**Clock distribution**

Bar = 20 um.
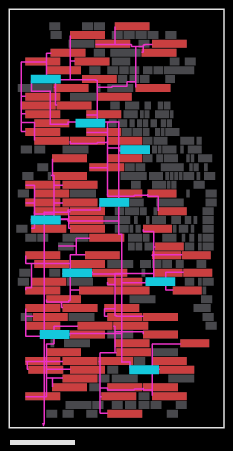
**Routed metal, one colour a layer**

Bar = 20 um. Two of the layers only.
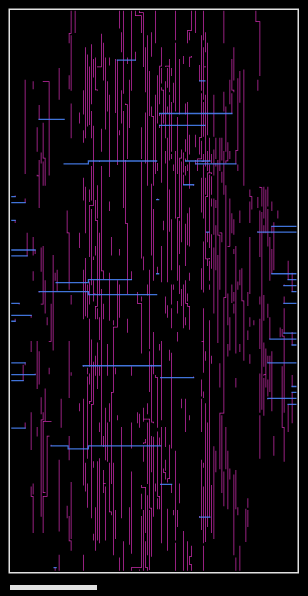
**Clock nets**

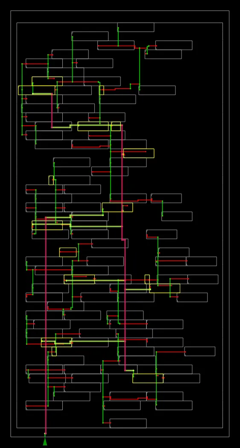
--- config.mk ---
export PLATFORM = sky130hd
export DESIGN_NAME = matrix_wb_buffer
export DESIGN_NICKNAME = d
export VERILOG_FILES = /design/src/rtl/matrix_pkg.sv /design/src/rtl/matrix_wb_fifo.sv /design/src/rtl/matrix_wb_buffer.sv
export SDC_FILE = /design/constraint.sdc
export NUM_CORES = 1
export LEC_CHECK = 0
export ABC_CLOCK_PERIOD_IN_PS = 6600
export CORE_ASPECT_RATIO = 2
export CORE_MARGIN = 1.5
export CORE_UTILIZATION = 50
export DETAILED_ROUTE_END_ITERATION = 8
export HOLD_SLACK_MARGIN = 0.08
export PLACE_DENSITY = 0.85
export SLEW_MARGIN = 10
export SYNTH_ARGS = -nofsm -noshare
export SYNTH_HDL_FRONTEND = slang
export SYNTH_HIERARCHICAL = 1
export SYNTH_SLANG_ARGS = --single-unit
--- constraint.sdc ---
create_clock -name clk -period 6.6 [get_ports clk]
set_input_delay 0.66 -clock clk [delete_from_list [all_inputs] [get_ports clk]]
set_output_delay 0.66 -clock clk [all_outputs]
set_load 0.03 [all_outputs]
--- src/rtl/matrix_pkg.sv ---
// rtl/matrix_pkg.sv - shared matrix-datapath constants and write-back buffer types
//
// Purpose: matrix memory geometry defines, derived widths and the drain FSM
// state type used by the write-back buffer.
// Ports: none (package).

`ifndef ROW_NUM
`define ROW_NUM 4
`endif
`ifndef COL_NUM
`define COL_NUM 4
`endif
`ifndef MULITIPLICATION_NUM
`define MULITIPLICATION_NUM 4
`endif
`ifndef MATRIX_MEM_DATA_LENGTH
`define MATRIX_MEM_DATA_LENGTH 1
`endif
`ifndef MATRIX_MEM_READ_MSB_INDEX
`define MATRIX_MEM_READ_MSB_INDEX (`ROW_NUM*`COL_NUM*`MATRIX_MEM_DATA_LENGTH-1)
`endif
`ifndef MATRIX_MEM_DEPTH_BIT
`define MATRIX_MEM_DEPTH_BIT 4
`endif
`ifndef MATRIX_MEM_DEPTH
`define MATRIX_MEM_DEPTH (1 << `MATRIX_MEM_DEPTH_BIT)
`endif

package matrix_pkg;

  // One 4x4 GF(2) matrix per memory word.
  localparam int MATRIX_DATA_W = `MATRIX_MEM_READ_MSB_INDEX + 1;
  localparam int MATRIX_ADDR_W = `MATRIX_MEM_DEPTH_BIT;

  localparam int WB_DEPTH_DEF        = 4;
  localparam int WB_AFULL_MARGIN_DEF = 2;

  typedef enum logic [1:0] {
    DRN_IDLE   = 2'd0,
    DRN_ACTIVE = 2'd1,
    DRN_DONE   = 2'd2
  } drain_state_t;

endpackage

--- src/rtl/matrix_wb_fifo.sv ---
// rtl/matrix_wb_fifo.sv - circular {addr, data} FIFO for the write-back buffer
//
// Purpose: storage, wrap-bit pointers, occupancy and full/empty for the
// write-back buffer. Also exposes every slot's address and validity so the
// parent can run the read-after-write hazard compare.
// Ports:
//   clk, rst_n            clock, asynchronous active-low reset
//   push, in_addr, in_data  enqueue request and payload (caller guarantees legality)
//   pop                   dequeue request (caller guarantees non-empty)
//   head_addr, head_data  oldest entry
//   full, empty, count    occupancy status
//   entry_addr, entry_vld per-slot address (flattened) and valid mask

module matrix_wb_fifo
  import matrix_pkg::*;
#(
  parameter int DEPTH  = WB_DEPTH_DEF,
  parameter int DATA_W = MATRIX_DATA_W,
  parameter int ADDR_W = MATRIX_ADDR_W
) (
  input  logic                      clk,
  input  logic                      rst_n,
  input  logic                      push,
  input  logic [ADDR_W-1:0]         in_addr,
  input  logic [DATA_W-1:0]         in_data,
  input  logic                      pop,
  output logic [ADDR_W-1:0]         head_addr,
  output logic [DATA_W-1:0]         head_data,
  output logic                      full,
  output logic                      empty,
  output logic [$clog2(DEPTH):0]    count,
  output logic [DEPTH*ADDR_W-1:0]   entry_addr,
  output logic [DEPTH-1:0]          entry_vld
);

  localparam int IDX_W = $clog2(DEPTH);
  localparam int PTR_W = IDX_W + 1;

  logic [PTR_W-1:0]  wr_ptr;
  logic [PTR_W-1:0]  rd_ptr;
  logic [ADDR_W-1:0] addr_mem [DEPTH];
  logic [DATA_W-1:0] data_mem [DEPTH];

  logic [IDX_W-1:0]  wr_idx;
  logic [IDX_W-1:0]  rd_idx;

  assign wr_idx = wr_ptr[IDX_W-1:0];
  assign rd_idx = rd_ptr[IDX_W-1:0];

  // Pointers run modulo 2*DEPTH; the top bit tells full apart from empty.
  always_ff @(posedge clk or negedge rst_n) begin
    if (!rst_n) begin
      wr_ptr <= '0;
      rd_ptr <= '0;
    end else begin
      if (push) wr_ptr <= wr_ptr + 1'b1;
      if (pop)  rd_ptr <= rd_ptr + 1'b1;
    end
  end

  // Payload needs no reset: a slot is only read after it has been written.
  always_ff @(posedge clk) begin
    if (push) begin
      addr_mem[wr_idx] <= in_addr;
      data_mem[wr_idx] <= in_data;
    end
  end

  assign empty     = (wr_ptr == rd_ptr);
  assign full      = (wr_idx == rd_idx) && (wr_ptr[IDX_W] != rd_ptr[IDX_W]);
  assign count     = wr_ptr - rd_ptr;
  assign head_addr = addr_mem[rd_idx];
  assign head_data = data_mem[rd_idx];

  // A slot is live when its distance from the head is below the occupancy.
  for (genvar g = 0; g < DEPTH; g++) begin : g_slot
    logic [IDX_W-1:0] ofs;
    assign ofs          = IDX_W'(g) - rd_idx;
    assign entry_vld[g] = ({1'b0, ofs} < count);
    assign entry_addr[g*ADDR_W +: ADDR_W] = addr_mem[g];
  end

endmodule

--- src/rtl/matrix_wb_buffer.sv ---
// rtl/matrix_wb_buffer.sv - write-back buffer between post-adder and matrix memory
//
// Purpose: absorbs post-adder results (which cannot stall) in a small FIFO and
// writes them to matrix memory under valid/ready. Provides almost_full
// back-pressure for the issue stage, a sticky overflow flag, a read-after-write
// hazard query and an end-of-program drain handshake.
// Ports:
//   clk, rst_n                         clock, asynchronous active-low reset
//   wb_vld_in, wb_rd_in, wb_data_in    incoming result and destination index
//   mem_wr_en, mem_wr_addr, mem_wr_data, mem_wr_ready   memory write port
//   almost_full                        stall request to issue stage
//   overflow                           sticky: a result was dropped
//   hz_query_addr, hz_hit              hazard query / pending-write match
//   drain_req, drain_done              flush request (level) / completion pulse
//   count                              current occupancy

module matrix_wb_buffer
  import matrix_pkg::*;
#(
  parameter int DEPTH        = WB_DEPTH_DEF,
  parameter int DATA_W       = MATRIX_DATA_W,
  parameter int ADDR_W       = MATRIX_ADDR_W,
  parameter int AFULL_MARGIN = WB_AFULL_MARGIN_DEF
) (
  input  logic                   clk,
  input  logic                   rst_n,
  input  logic                   wb_vld_in,
  input  logic [ADDR_W-1:0]      wb_rd_in,
  input  logic [DATA_W-1:0]      wb_data_in,
  output logic                   mem_wr_en,
  output logic [ADDR_W-1:0]      mem_wr_addr,
  output logic [DATA_W-1:0]      mem_wr_data,
  input  logic                   mem_wr_ready,
  output logic                   almost_full,
  output logic                   overflow,
  input  logic [ADDR_W-1:0]      hz_query_addr,
  output logic                   hz_hit,
  input  logic                   drain_req,
  output logic                   drain_done,
  output logic [$clog2(DEPTH):0] count
);

  logic                    full;
  logic                    empty;
  logic                    push;
  logic                    pop;
  logic [DEPTH*ADDR_W-1:0] entry_addr;
  logic [DEPTH-1:0]        entry_vld;

  drain_state_t drn_state;
  drain_state_t drn_state_nxt;
  logic         drain_done_nxt;

  // A full FIFO still accepts when the head leaves in the same cycle.
  assign pop       = mem_wr_en & mem_wr_ready;
  assign push      = wb_vld_in & (~full | pop);
  assign mem_wr_en = ~empty;

  matrix_wb_fifo #(
    .DEPTH  (DEPTH),
    .DATA_W (DATA_W),
    .ADDR_W (ADDR_W)
  ) u_fifo (
    .clk        (clk),
    .rst_n      (rst_n),
    .push       (push),
    .in_addr    (wb_rd_in),
    .in_data    (wb_data_in),
    .pop        (pop),
    .head_addr  (mem_wr_addr),
    .head_data  (mem_wr_data),
    .full       (full),
    .empty      (empty),
    .count      (count),
    .entry_addr (entry_addr),
    .entry_vld  (entry_vld)
  );

  // Margin covers results already inside the multiplier and post-adder.
  assign almost_full = (DEPTH - int'(count)) <= AFULL_MARGIN;

  always_ff @(posedge clk or negedge rst_n) begin
    if (!rst_n) begin
      overflow <= 1'b0;
    end else if (wb_vld_in && !push) begin
      overflow <= 1'b1;
    end
  end

  // The head still counts while it pops: memory sees the write only at the edge.
  always_comb begin
    hz_hit = push && (wb_rd_in == hz_query_addr);
    for (int i = 0; i < DEPTH; i++) begin
      if (entry_vld[i] && (entry_addr[i*ADDR_W +: ADDR_W] == hz_query_addr)) begin
        hz_hit = 1'b1;
      end
    end
  end

  always_ff @(posedge clk or negedge rst_n) begin
    if (!rst_n) begin
      drn_state  <= DRN_IDLE;
      drain_done <= 1'b0;
    end else begin
      drn_state  <= drn_state_nxt;
      drain_done <= drain_done_nxt;
    end
  end

  // Arrivals are still accepted while draining; completion waits for both
  // an empty FIFO and a quiet input.
  always_comb begin
    drn_state_nxt  = drn_state;
    drain_done_nxt = 1'b0;
    case (drn_state)
      DRN_IDLE: begin
        if (drain_req) drn_state_nxt = DRN_ACTIVE;
      end
      DRN_ACTIVE: begin
        if ((count == '0) && !wb_vld_in) begin
          drain_done_nxt = 1'b1;
          drn_state_nxt  = DRN_DONE;
        end
      end
      DRN_DONE: begin
        if (!drain_req) drn_state_nxt = DRN_IDLE;
      end
      default: drn_state_nxt = DRN_IDLE;
    endcase
  end

endmodule

==> impl_metrics.toml <==
# implementation run metrics
[worst_setup_path]
crit_start = "u_fifo/rd_ptr[1]$_DFFE_PN0P_"
worst-path-buf-inv = 3
endpoint = "hz_hit"
critical-path-top-delay-family = "buffers and inverters"
worstPathMaxFanout = 23
worstPathRequired_ns = 5.94
crit_chain = "inv_1 > fa_1 > inv_1 > ha_1 > nor2b_1 > o21ai_0 > nand2_1 > nor4_2 > a31oi_1 > nand4_1 > clkdlybuf4s50_1"
rr_endpoint = "u_fifo/data_mem[3][2]$_DFFE_PP_"
worstSetupEndpointType = "output pin"

[cells_and_area]
nonClkBufAreaFrac = 0.1168
final_cell_area_sq_um = 4862
drive_gt1_frac = 0.1303
flop-count = 90
clockBufferCount = 14
clk_share = 0.05996
post-route-util = 0.6397
nFillCells = 536
logic_area_sq_um = 1169
seq_share = 0.5455

[synthesis]
fp_nets = 265
synth.distinct_cells = 28
synth-edff-count = 80
yosys-stat-area_sq_um = 3955
synth.top_cells.by_count = "edfxtp_1, xor2_1, mux4_2"
xor_area_frac = 0.06327
flop_cell = "edfxtp_1"
yosys.stat.seqShare = 0.6707
ys_top_logic_family = "multiplexers"
synth.avg_cell_area_sq_um = 18.06
synth.area.mux_share = 0.1158

[route]
drtPass1Iterations = 4
dr_wl_met3_um = 266
top_layer_used = "met4"
drtIter0Drc = 143

[final_timing]
fin_hold_ws_ns = 0.4683
tightest_slew_ns = 1.144
finalSetupViolCount = 0
max_freq_mhz = 210.9
slew_violations = 0
slew_headroom = 0.2375
tns_ns = 0

[min_path]
holdPathStages = 1
hp-class = "register to register"
min_from = "overflow$_DFFE_PN0P_"

[outcome]
outcome = "completed"

[placement]
port_buffers = 56
dp_cells = 362
postPlaceCellArea_sq_um = 4571

[cts]
cts_tree = "done"
clk_latency_ns = 0.33
clock_path_buffers = 2
post_cts_buffers = 0
clkTransAtPathRegs_ns = 0.06

[global_route]
use_met2 = 0.3119
gr-usage-met1 = 0.1886
grt_max_degree = 26
grt_overflow = 0
grt_use_met3 = 0.05332

[power_and_ir_drop]
switching_share = 0.3764
design_power_total_mw = 2.629
p_sw_uw = 989.4
p_int_mw = 1.639
p_comb_frac = 0.489
maxPowerGroup = "combinational cells"

[floorplan]
die_h_um = 128.8
initCoreUtil = 0.5203
taps = 94
fp.coreArea_sq_um = 7601
-- 'clock distribution' (at the start) --
Key: red = flip-flops [count 90]; magenta = clock wires [length 937 um]; cyan = clock-net drivers [count 9]
There are 10 routed clock nets.
Clk power: 490 uW
Clk pwr share: 0.187

-- 'routed metal, one colour a layer' (at the start) --
Key: blue = M3 [wire length 267 um]; magenta = M2 [wire length 3,830 um]
GRT Resource Usage Total: 0.1788
number of vias in the routed layout: 2,059
WL/cell: 18.00 um
routed wire length: 6803 um

-- 'clock nets' (at the start) --
clk sink count: 90
clk_skew: 0.004986 ns
TritonCTS Buffers: 9

==> cell usage in the layout (no fill, tap or decap), types with 4 or more instances in the layout <==
cell type | Yosys | layout
and2_1 | 4 | 4
clkbuf_1 | 0 | 4
clkbuf_16 | 0 | 9
clkdlybuf4s50_1 | 0 | 56
dfrtp_1 | 10 | 10
edfxtp_1 | 80 | 80
ha_1 | 16 | 16
inv_1 | 17 | 17
mux4_2 | 18 | 18
nand2_1 | 8 | 8
nor2b_1 | 4 | 4
o21ai_0 | 8 | 8
xnor2_1 | 5 | 5
xor2_1 | 19 | 19
==> state kept, by name, summed over array words and instances (netlist names) <==
register         cells
u_fifo/wr_ptr        3
u_fifo/addr_mem     16
u_fifo/rd_ptr        3
overflow             1
drain_done           1
drn_state            2
u_fifo/data_mem     64
Power and IR drop assume default switching activity.
